Fig. 1: where the registers sit
The bar under the picture is 20 um long.
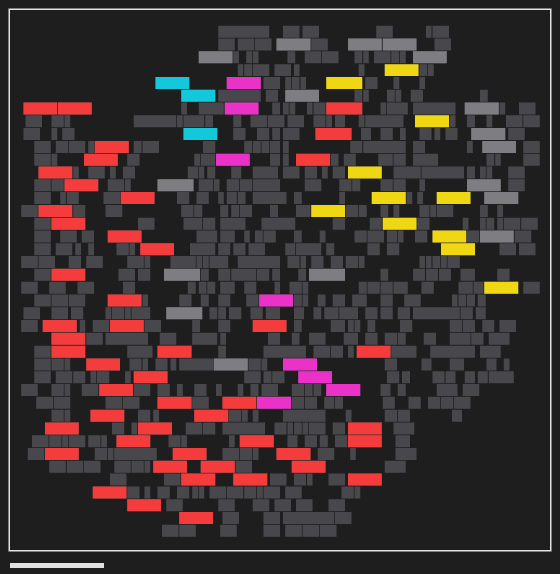
Fig. 2: signal metal coverage by tile
The die is cut into 23 by 23 equal tiles; dark blue is low, red is high, scaled to the fullest tile. Values are wire area over tile area, all layers added.
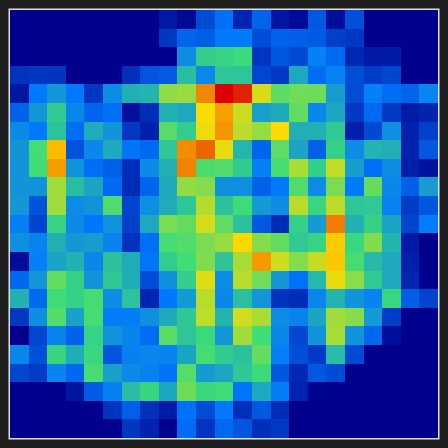
Fig. 3: cell outlines without signal wires
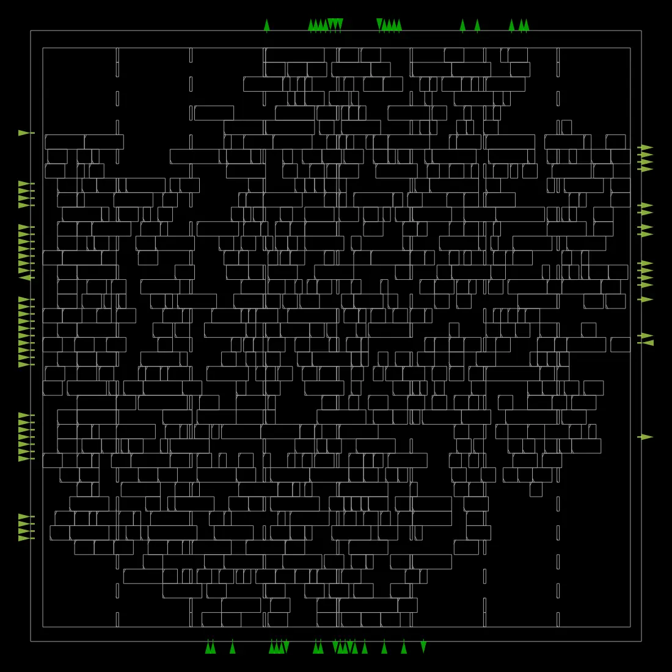
## config.mk

```make
export PLATFORM = sky130hd
export DESIGN_NAME = frame_serializer
export DESIGN_NICKNAME = d
export VERILOG_FILES = /design/src/rtl/frame_serializer_pkg.sv /design/src/rtl/frame_accumulator.sv /design/src/rtl/frame_serializer.sv
export SDC_FILE = /design/constraint.sdc
export NUM_CORES = 1
export LEC_CHECK = 0
export ABC_AREA = 0
export CAP_MARGIN = 20
export CORE_MARGIN = 2
export CORE_UTILIZATION = 36
export DETAILED_ROUTE_END_ITERATION = 16
export RECOVER_POWER = 50
export SYNTH_ARGS = -nofsm -noshare
export SYNTH_HDL_FRONTEND = slang
export SYNTH_SLANG_ARGS = --single-unit
```

## constraint.sdc

```tcl
create_clock -name clk -period 2.01 [get_ports clk]
set_clock_uncertainty 0.1 [all_clocks]
set_input_delay 0.5025 -clock clk [delete_from_list [all_inputs] [get_ports clk]]
set_output_delay 0.5025 -clock clk [all_outputs]
set_load 0.01 [all_outputs]
```

## src/rtl/frame_serializer_pkg.sv

```systemverilog
// Shared definitions for the six-byte frame serializer and its summer/averager peer:
// byte/frame/sum widths, FSM state encoding and small arithmetic helpers.
package frame_serializer_pkg;

  localparam int BYTE_W  = 8;
  localparam int FRAME_W = 48;
  localparam int SUM_W   = 11;
  localparam int N_BYTES = 6;
  localparam int CNT_W   = 3;

  localparam logic [1:0] S_IDLE   = 2'd0;
  localparam logic [1:0] S_DATA   = 2'd1;
  localparam logic [1:0] S_SUM_LO = 2'd2;
  localparam logic [1:0] S_SUM_HI = 2'd3;

  typedef enum logic [1:0] {
    IDLE   = S_IDLE,
    DATA   = S_DATA,
    SUM_LO = S_SUM_LO,
    SUM_HI = S_SUM_HI
  } state_t;

  // Zero-extend a stream byte to accumulator width.
  function automatic logic [SUM_W-1:0] widen(input logic [BYTE_W-1:0] b);
    return {{(SUM_W-BYTE_W){1'b0}}, b};
  endfunction

  function automatic logic [SUM_W-1:0] avg_of(input logic [SUM_W-1:0] s);
    return s >> 2'd2;
  endfunction

endpackage

```

## src/rtl/frame_accumulator.sv

```systemverilog
// Running byte-sum accumulator with clear/enable, plus the sum and sum/4 results
// latched when a frame completes.
module frame_accumulator
  import frame_serializer_pkg::*;
(
  input  logic              clk,
  input  logic              rst_n,
  input  logic              clear,
  input  logic              en,
  input  logic              commit,
  input  logic [BYTE_W-1:0] add_byte,
  output logic [SUM_W-1:0]  acc,
  output logic [SUM_W-1:0]  sum,
  output logic [SUM_W-1:0]  avg
);

  logic [SUM_W-1:0] acc_next;

  // Next accumulator value; 11 bits cannot overflow for six bytes.
  always_comb begin
    acc_next = acc + widen(add_byte);
  end

  // Accumulator and committed results.
  always_ff @(posedge clk) begin
    if (!rst_n) begin
      acc <= {SUM_W{1'b0}};
      sum <= {SUM_W{1'b0}};
      avg <= {SUM_W{1'b0}};
    end else begin
      if (clear) begin
        acc <= {SUM_W{1'b0}};
      end else if (en) begin
        acc <= acc_next;
      end else begin
        acc <= acc;
      end
      if (commit) begin
        sum <= acc;
        avg <= avg_of(acc);
      end else begin
        sum <= sum;
        avg <= avg;
      end
    end
  end

endmodule

```

## src/rtl/frame_serializer.sv

```systemverilog
// Serializes one 48-bit frame as six data bytes (A first) followed by a two-byte
// sum trailer; reports the sum and sum/4 of each completed frame.
module frame_serializer
  import frame_serializer_pkg::*;
(
  input  logic               clk,
  input  logic               rst_n,
  input  logic               in_valid,
  input  logic [FRAME_W-1:0] in_data,
  output logic               in_ready,
  output logic               out_valid,
  output logic [BYTE_W-1:0]  out_data,
  output logic               out_last,
  input  logic               out_ready,
  output logic               done,
  output logic [SUM_W-1:0]   sum,
  output logic [SUM_W-1:0]   avg
);

  localparam logic [CNT_W-1:0] LAST_IDX = CNT_W'(N_BYTES - 1);

  state_t             state;
  logic [FRAME_W-1:0] shift;
  logic [CNT_W-1:0]   cnt;
  logic [SUM_W-1:0]   acc;
  logic               accept;
  logic               hs;
  logic               byte_en;
  logic               commit;
  logic [BYTE_W-1:0]  sum_lo_next;

  assign accept  = in_valid & in_ready;
  assign hs      = out_valid & out_ready;
  assign byte_en = hs & (state == DATA);
  assign commit  = hs & (state == SUM_HI);
  // Low trailer byte is the 8-bit wrap of acc + last data byte.
  assign sum_lo_next = acc[BYTE_W-1:0] + shift[BYTE_W-1:0];

  frame_accumulator u_acc (
    .clk      (clk),
    .rst_n    (rst_n),
    .clear    (accept),
    .en       (byte_en),
    .commit   (commit),
    .add_byte (shift[BYTE_W-1:0]),
    .acc      (acc),
    .sum      (sum),
    .avg      (avg)
  );

  // Control FSM; all stream outputs are loaded one step ahead so they are registered.
  always_ff @(posedge clk) begin
    if (!rst_n) begin
      state     <= IDLE;
      shift     <= {FRAME_W{1'b0}};
      cnt       <= {CNT_W{1'b0}};
      in_ready  <= 1'b1;
      out_valid <= 1'b0;
      out_data  <= {BYTE_W{1'b0}};
      out_last  <= 1'b0;
      done      <= 1'b0;
    end else begin
      done <= 1'b0;
      case (state)
        IDLE: begin
          if (accept) begin
            shift     <= in_data;
            cnt       <= {CNT_W{1'b0}};
            state     <= DATA;
            in_ready  <= 1'b0;
            out_valid <= 1'b1;
            out_data  <= in_data[BYTE_W-1:0];
            out_last  <= 1'b0;
          end
        end
        DATA: begin
          if (hs) begin
            shift <= {{BYTE_W{1'b0}}, shift[FRAME_W-1:BYTE_W]};
            cnt   <= cnt + CNT_W'(1);
            if (cnt == LAST_IDX) begin
              state    <= SUM_LO;
              out_data <= sum_lo_next;
            end else begin
              out_data <= shift[2*BYTE_W-1:BYTE_W];
            end
          end
        end
        SUM_LO: begin
          if (hs) begin
            state    <= SUM_HI;
            out_data <= {{(2*BYTE_W-SUM_W){1'b0}}, acc[SUM_W-1:BYTE_W]};
            out_last <= 1'b1;
          end
        end
        SUM_HI: begin
          if (hs) begin
            state     <= IDLE;
            in_ready  <= 1'b1;
            out_valid <= 1'b0;
            out_data  <= {BYTE_W{1'b0}};
            out_last  <= 1'b0;
            done      <= 1'b1;
          end
        end
        default: begin
          state     <= IDLE;
          in_ready  <= 1'b1;
          out_valid <= 1'b0;
          out_data  <= {BYTE_W{1'b0}};
          out_last  <= 1'b0;
        end
      endcase
    end
  end

endmodule
```

==> impl_metrics.tcl <==
# implementation run metrics
set metrics [dict create \
    logic_area_mm2 0.002535 \
    postSynthSeqShare_pct 39.42 \
    critical_path_required_ns 2.19 \
    synth.avg_cell_area_um2 8.714 \
    antenna_found_initial 0 \
    num-nonclk-buffers 149 \
    min_path_cells 2 \
    dr_wl_met3_um 528 \
    cts_resized 16 \
    hold_start "u_acc.sum[0]" \
    r2r_start "u_acc.acc[0]" \
    worstHoldEndpoint "u_acc.sum[0]" \
    reg2reg_to "out_data[6]" \
    final_area_mm2 0.006186 \
    max_freq_ghz 0.5057 \
    yosysUniqueCellTypes 57 \
    drc 0 \
    chip_area_mm2 0.01317 \
    clockBufferCount 12 \
    yosys_warnings 0 \
    criticalPathCategory "flip-flop to flip-flop" \
    ys_sh_aoi_pct 23.28 \
    critPathMaxFanout 4 \
    place.gp.congestion 0.8805 \
    final_core_util_pct 51.50 \
    viasPerCell 5.343 \
    flop_area_mm2 0.001750 \
    tns_ns 0 \
    fp-utilization_pct 36.78 \
    drive_gt1_share_pct 18.08 \
    dominant-cell-class "multi-input combinational cells" \
    hpwl_um 9266 \
    r2r_setup_slack_ns 0.03 \
    startpoint_type "flip-flop" \
    final_cells 772 \
    setup_viol 0 \
    grtUsageTotal_pct 19.42 \
    status "finished clean" \
    grt_pass1_wl_um 20000 \
    comb_area_share_pct 40.98 \
    simple_gate_area_share_pct 16.17 \
    ys_area_mm2 0.004418 \
    clock_latency_ns 0.34 \
    syn_area_mm2 0.004418 \
    logic_family "AND-OR/OR-AND gates" \
    cts_setup_buffers 0 \
    worstRegToRegCells 6 \
    period_used_pct 98.38 \
    clockBufferDepth 2 \
    hold_ws_ns 0.3525 \
]
## Picture notes: Fig. 1
Cyan is `cnt`, sequential cells 3. Red is `shift`, sequential cells 48. Magenta is `out_data`, sequential cells 8. Yellow is `u_acc.acc`, sequential cells 11.
Another 17 sequential cells are not coloured.

## Picture notes: Fig. 2
The emptiest ninth of the die: lower right. The mean over all tiles is 0.15. 18% of the tiles are over half the peak.

## Picture notes: Fig. 3
Fillers: 1,141
area of the core: 0.01201 mm2

[registers in the layout (all words and copies together), names as in the netlist]
name	flops
done	1
out_last	1
u_acc.sum	11
state	2
out_data	8
in_ready	1
u_acc.acc	11
cnt	3
shift	48
out_valid	1
[worst max path at each step]
| stage | slack (ns) | endpoint | cells after the start |
|---|---|---|---|
| 2_1_floorplan | 0.04 | out_data[6] | 7 |
| 3_3_place_gp | -0.20 | u_acc.acc[9] | 6 |
| 3_5_place_dp | -0.23 | out_data[6] | 5 |
| 4_1_cts | 0.006 | out_data[6] | 6 |
| 5_1_grt | -0.01 | state[0] | 7 |
| 6_report | 0.03 | out_data[6] | 6 |
[power breakdown]
part           internal [W]  leakage (nW)  switching (W)
Sequential          0.00231         0.715       0.000427
Combinational       0.00211          1.48        0.00229
Clock               0.00109         0.151       0.000657
Power figures rest on the tool's default switching activity, not on a simulated workload.
